[src/rtl/err_rate_tuner.sv]
// err_rate_tuner: supervisor that tunes the detection delay-line code of a
// timing-error-resilient pipeline stage.
//
// Over a window of WINDOW qualified samples it counts dual-rail error
// outcomes. At the end of each window it steps the delay-line code up (more
// margin) or down (less margin), or leaves it where it is. Each new code is
// delivered through a 4-phase req/ack handshake, followed by a settle
// interval during which samples are ignored.
//
// Optional feature: define ERR_STATS_EN to build the saturating lifetime
// error counter and its err_total port.
//
// Ports:
//   clk        clock, rising edge
//   rst        asynchronous reset, active low
//   en         tuning enable
//   smp_vld    one-cycle strobe, err1/err0 valid this cycle
//   err1       error rail
//   err0       no-error rail
//   cfg_ack    delay-line acknowledge (4-phase)
//   cfg_req    delay-line request (4-phase)
//   dly_code   current delay-line code
//   busy       high in any state other than COUNT/IDLE
//   illegal    sticky flag: err1&err0 seen on a qualified strobe
//   err_total  saturating lifetime error count (ERR_STATS_EN only)
module err_rate_tuner #(
  parameter int unsigned CODE_W   = 4,
  parameter int unsigned CODE_MIN = 0,
  parameter int unsigned CODE_MAX = 15,
  parameter int unsigned CODE_RST = 8,
  parameter int unsigned WINDOW   = 128,
  parameter int unsigned HI_TH    = 4,
  parameter int unsigned LO_TH    = 0,
  parameter int unsigned SETTLE   = 8
) (
  input  logic              clk,
  input  logic              rst,
  input  logic              en,
  input  logic              smp_vld,
  input  logic              err1,
  input  logic              err0,
  input  logic              cfg_ack,
  output logic              cfg_req,
  output logic [CODE_W-1:0] dly_code,
  output logic              busy,
  output logic              illegal
`ifdef ERR_STATS_EN
  ,
  output logic [15:0]       err_total
`endif
);

  localparam int unsigned CNT_W = $clog2(WINDOW + 1);
  localparam int unsigned SET_W = $clog2(SETTLE + 1);

  localparam logic [CNT_W-1:0]  WIN_LAST = CNT_W'(WINDOW - 1);
  localparam logic [CNT_W-1:0]  CNT_SAT  = '1;
  localparam logic [CNT_W-1:0]  HI_C     = CNT_W'(HI_TH);
  localparam logic [CNT_W-1:0]  LO_C     = CNT_W'(LO_TH);
  localparam logic [CODE_W-1:0] MIN_C    = CODE_W'(CODE_MIN);
  localparam logic [CODE_W-1:0] MAX_C    = CODE_W'(CODE_MAX);
  localparam logic [CODE_W-1:0] RST_C    = CODE_W'(CODE_RST);
  localparam logic [SET_W-1:0]  SET_C    = SET_W'(SETTLE);

  typedef enum logic [2:0] {
    S_IDLE,
    S_COUNT,
    S_EVAL,
    S_REQ,
    S_RELEASE,
    S_SETTLE
  } state_t;

  state_t            state, state_nxt;
  logic [CNT_W-1:0]  smp_cnt, smp_cnt_nxt;
  logic [CNT_W-1:0]  err_cnt, err_cnt_nxt;
  logic [SET_W-1:0]  set_cnt, set_cnt_nxt;
  logic [CODE_W-1:0] code_nxt;
  logic              req_nxt;
  logic              busy_nxt;
  logic              illegal_nxt;

  // A sample counts only while counting with tuning enabled and at least one
  // rail asserted; an all-zero strobe carries no outcome.
  logic qual, is_err;
  assign qual   = (state == S_COUNT) && en && smp_vld && (err1 || err0);
  assign is_err = qual && err1;

  // Next-state and next-output logic.
  always_comb begin
    state_nxt   = state;
    smp_cnt_nxt = smp_cnt;
    err_cnt_nxt = err_cnt;
    set_cnt_nxt = set_cnt;
    code_nxt    = dly_code;
    req_nxt     = cfg_req;
    illegal_nxt = illegal || (qual && err1 && err0);

    case (state)
      S_IDLE: begin
        if (en) begin
          state_nxt   = S_COUNT;
          smp_cnt_nxt = '0;
          err_cnt_nxt = '0;
        end
      end

      S_COUNT: begin
        if (!en) begin
          state_nxt   = S_IDLE;
          smp_cnt_nxt = '0;
          err_cnt_nxt = '0;
        end else if (qual) begin
          smp_cnt_nxt = smp_cnt + CNT_W'(1);
          if (is_err && (err_cnt != CNT_SAT)) begin
            err_cnt_nxt = err_cnt + CNT_W'(1);
          end
          if (smp_cnt == WIN_LAST) begin
            state_nxt = S_EVAL;
          end
        end
      end

      // One-cycle decision; the new code and the request leave on the same edge.
      S_EVAL: begin
        if ((err_cnt >= HI_C) && (dly_code < MAX_C)) begin
          code_nxt  = dly_code + CODE_W'(1);
          req_nxt   = 1'b1;
          state_nxt = S_REQ;
        end else if ((err_cnt <= LO_C) && (dly_code > MIN_C)) begin
          code_nxt  = dly_code - CODE_W'(1);
          req_nxt   = 1'b1;
          state_nxt = S_REQ;
        end else begin
          state_nxt   = en ? S_COUNT : S_IDLE;
          smp_cnt_nxt = '0;
          err_cnt_nxt = '0;
        end
      end

      // cfg_req is already high for this whole cycle, so an ack that was
      // high on entry still sees at least one cycle of request.
      S_REQ: begin
        if (cfg_ack) begin
          req_nxt   = 1'b0;
          state_nxt = S_RELEASE;
        end
      end

      S_RELEASE: begin
        if (!cfg_ack) begin
          state_nxt   = S_SETTLE;
          set_cnt_nxt = SET_C;
        end
      end

      // Occupies exactly SETTLE cycles before counting resumes.
      S_SETTLE: begin
        if (set_cnt <= SET_W'(1)) begin
          set_cnt_nxt = '0;
          state_nxt   = en ? S_COUNT : S_IDLE;
          smp_cnt_nxt = '0;
          err_cnt_nxt = '0;
        end else begin
          set_cnt_nxt = set_cnt - SET_W'(1);
        end
      end

      default: begin
        state_nxt   = S_IDLE;
        req_nxt     = 1'b0;
        smp_cnt_nxt = '0;
        err_cnt_nxt = '0;
      end
    endcase

    busy_nxt = (state_nxt != S_IDLE) && (state_nxt != S_COUNT);
  end

  // State and registered outputs.
  always_ff @(posedge clk or negedge rst) begin
    if (!rst) begin
      state    <= S_IDLE;
      smp_cnt  <= '0;
      err_cnt  <= '0;
      set_cnt  <= '0;
      dly_code <= RST_C;
      cfg_req  <= 1'b0;
      busy     <= 1'b0;
      illegal  <= 1'b0;
    end else begin
      state    <= state_nxt;
      smp_cnt  <= smp_cnt_nxt;
      err_cnt  <= err_cnt_nxt;
      set_cnt  <= set_cnt_nxt;
      dly_code <= code_nxt;
      cfg_req  <= req_nxt;
      busy     <= busy_nxt;
      illegal  <= illegal_nxt;
    end
  end

`ifdef ERR_STATS_EN
  // Lifetime error count; only reset clears it.
  always_ff @(posedge clk or negedge rst) begin
    if (!rst) begin
      err_total <= '0;
    end else if (is_err && (err_total != 16'hFFFF)) begin
      err_total <= err_total + 16'd1;
    end
  end
`endif

endmodule

[config.mk]
export PLATFORM = sky130hd
export DESIGN_NAME = err_rate_tuner
export DESIGN_NICKNAME = d
export VERILOG_FILES = /design/src/rtl/err_rate_tuner.sv
export SDC_FILE = /design/constraint.sdc
export NUM_CORES = 1
export LEC_CHECK = 0
export CAP_MARGIN = 15
export CORE_MARGIN = 4
export CORE_UTILIZATION = 45
export DETAILED_ROUTE_END_ITERATION = 7
export SLEW_MARGIN = 25
export SYNTH_ARGS = -nofsm -noshare
export SYNTH_HDL_FRONTEND = slang
export SYNTH_SLANG_ARGS = --single-unit
[constraint.sdc]
create_clock -name clk -period 3.05 [get_ports clk]
set_clock_uncertainty 0.05 [all_clocks]
set_input_delay 0.305 -clock clk [delete_from_list [all_inputs] [get_ports clk]]
set_output_delay 0.305 -clock clk [all_outputs]
set_load 0.01 [all_outputs]
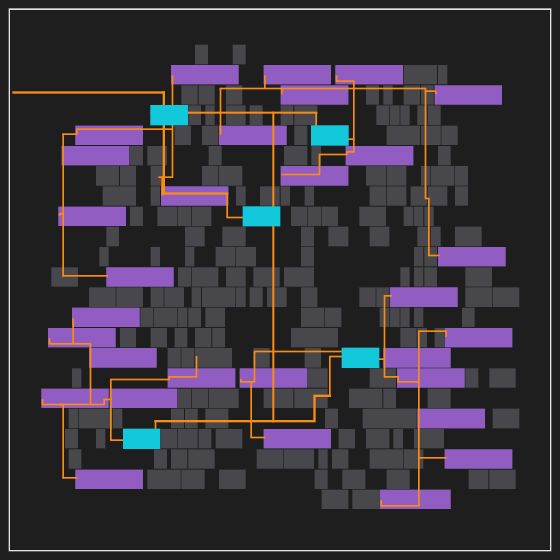
clock_wires.png
Key: purple = flip-flops [count 30]; orange = clock wires [length 460 um]; cyan = clock-net drivers [count 5]
Position of the flops: widely spread.
Power Clock: 337 uW
Skew-Pair Late Insertion Delay: 290 ps
Clk pwr share: 23.1%

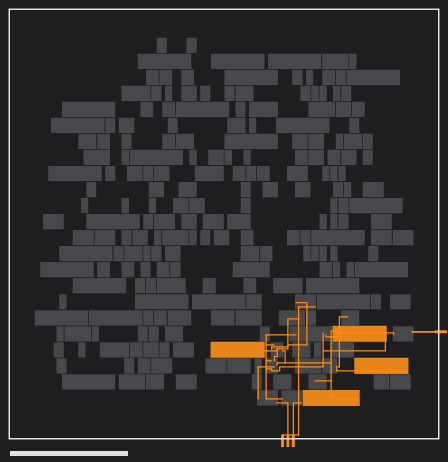
port_trees.png
The bar under the picture is 20 um long.
Key: orange = dly_code [bits 4, direction output, edge 3 bottom, 1 right, end cells 4, wire 202 um]
PortBufs: 13
I/O pin total: 14

==> impl_metrics.csv <==
group,metric,value,unit
final_layout,logic_gate_count,156,
synthesis,yosysTopAreaCellShare,38.6,%
timing,tightestPinTransition,571,ps
final_layout,most-common-layout-cells,"dfrtp_1 (29), o21ai_0 (17), nor2_1 (16)",
synthesis,top_cells_by_count,"dfrtp_1 (29), o21ai_0 (17), nor2_1 (16)",
timing,finalCritPeriodShare,86.9,%
synthesis,simple_gate_area_share,25.0,%
synthesis,ys_async_sr_fraction,100,%
final_layout,dominant_cells,"logic gates",
setup_path,arrival,2820,ps
timing,fin_crit,2650,ps
setup_path,cpPeakStageDelay,580,ps
setup_path,path_depth,8,
power_and_ir_drop,pwr.group.sequential,564,uW
synthesis,synth.comb.largest_family,"simple AND/OR/NAND/NOR gates",
routing,dr.pass1.iters,4,
final_layout,n_all_buffers,16,
final_layout,final_common_cell,"dfrtp_1",
setup_path,reg2reg_slack,400,ps
setup_path,cp_common_cell,"xnor2_1",
routing,drcViolationCount,0,
setup_path,crit_chain,"or4_4 -> o21ai_0 -> ha_1 -> a21o_1 -> a21oi_1 -> xnor2_1 -> nand2_1 -> xnor2_1",
clocking,cts_buffers,5,
placement,gp_congestion,0.835,
setup_path,cp-end-kind,"flip-flop",
run_status,outcome,"finished, final reports clean",
min_path,min_path_type,"in -> async",
timing,grt_setup_unrepaired,"false",
synthesis,ys_seq_share,40.0,%
synthesis,ys_sh_mux,2.73,%
timing,fmaxAchievable,0.377,GHz
setup_path,r2r_cells,8,
final_layout,nClkBuffers,7,
setup_path,regToRegEndpoint,"dly_code[3]",
setup_path,cp-start-kind,"flip-flop",
placement,hpwl,3.17,mm
power_and_ir_drop,p_seq_share,38.7,%
routing,wl_met3,203,um
flow_run,cap_violations,0,
power_and_ir_drop,p_sw,588,uW
timing,final_hold_viol_count,0,
clocking,cts_tree,"done",
power_and_ir_drop,power.density,681,nW/um^2
routing,wl_per_cell,16.1,um
floorplanning,die_w,72.6,um
setup_path,crit_path_max_fanout,7,
power_and_ir_drop,p_comb,557,uW
synthesis,top_cell,"dfrtp_1",
synthesis,synth_cell_types,54,
synthesis,yosys.area_share.aoi,20.4,%
synthesis,ys_ff,30,
power_and_ir_drop,p_sw_share,40.3,%
global_route,grtUsageMet3,4.96,%
floorplanning,fp-utilization,46.6,%
synthesis,xor_share,1.86,%
final_layout,inv_count,10,
timing,finalMaxSlewViolations,0,
clocking,htree_num_levels,2,
clocking,cts_setup_buffers,0,
synthesis,synth-edff-count,0,
final_layout,combGateArea,1050,um^2
final_layout,flop_area,752,um^2
timing,relSlewSlack,61.6,%
clocking,clk_pin_slew_worst_paths,70,ps
synthesis,adder_share,5.73,%
floorplanning,n_tap_cell,50,
floorplanning,row_count,23,
flow_run,warnings,28,
routing,viasPerCell,5.86,
timing,setup_violations,0,
routing,top_layer,"met4",
floorplanning,die_h,72.6,um
synthesis,syn_area,1880,um^2
final_layout,syn_to_final_growth,14.0,%
floorplanning,chipArea,5270,um^2
timing,tns,0,ps
power_and_ir_drop,p_comb_share,38.2,%
routing,drt_iter0_drc,86,
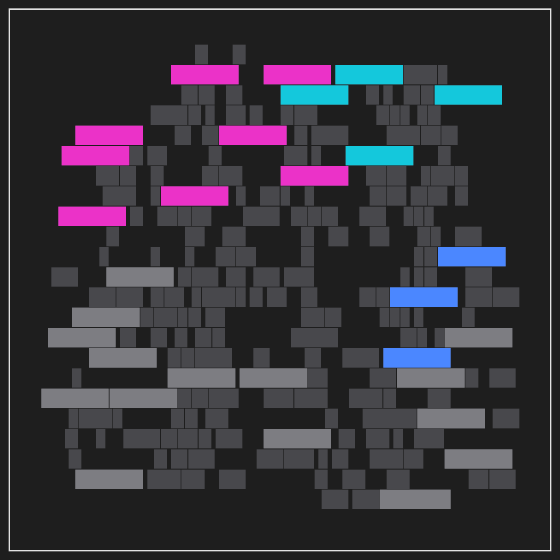
ff_map.png
Other sequential cells in the stronger gray, the rest of the logic in the fainter gray.
Key: blue = state [flops 3]; magenta = smp_cnt [flops 8]; cyan = set_cnt [flops 4]
Another 15 sequential cells are not colored.
final cell utilization of the core: 53.2%
Seq/total area: 35.1%

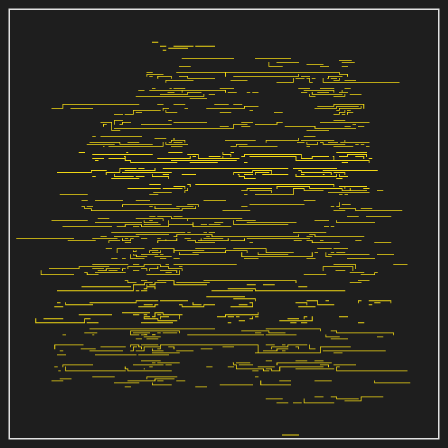
m1.png
The layer carries 2000 um of wire. The longest straight run is 27.6 um. The layer holds 46% of the routed length. 215 nets have wire on it.
global-route met1 utilization: 24.1%
DR vias: 1581
DRT Wirelength: 4.33 mm

[through the flow]
step / cell area [um^2] / worst slack [ps] / power (mW) / hold WS (ps) / std cells
after floorplan: 1880 / 617 / 0.956 / -40.6 / 203
after detailed placement: 2050 / 432 / 1.13 / 454 / 262
final: 2140 / 399 / 1.46 / 358 / 270
after CTS: 2140 / 416 / 1.47 / 372 / 270
after global placement: 2050 / 495 / 1.11 / 446 / 262
after global routing: 2140 / 255 / 1.57 / 408 / 270
[flip-flops by register name (all words and copies together), names as in the netlist]
| signal | cells |
|---|---|
| smp_cnt | 8 |
| set_cnt | 4 |
| cfg_req | 1 |
| err_cnt | 8 |
| busy | 1 |
| dly_code | 4 |
| illegal | 1 |
| state | 3 |
Power is estimated from default activity; no workload was simulated.
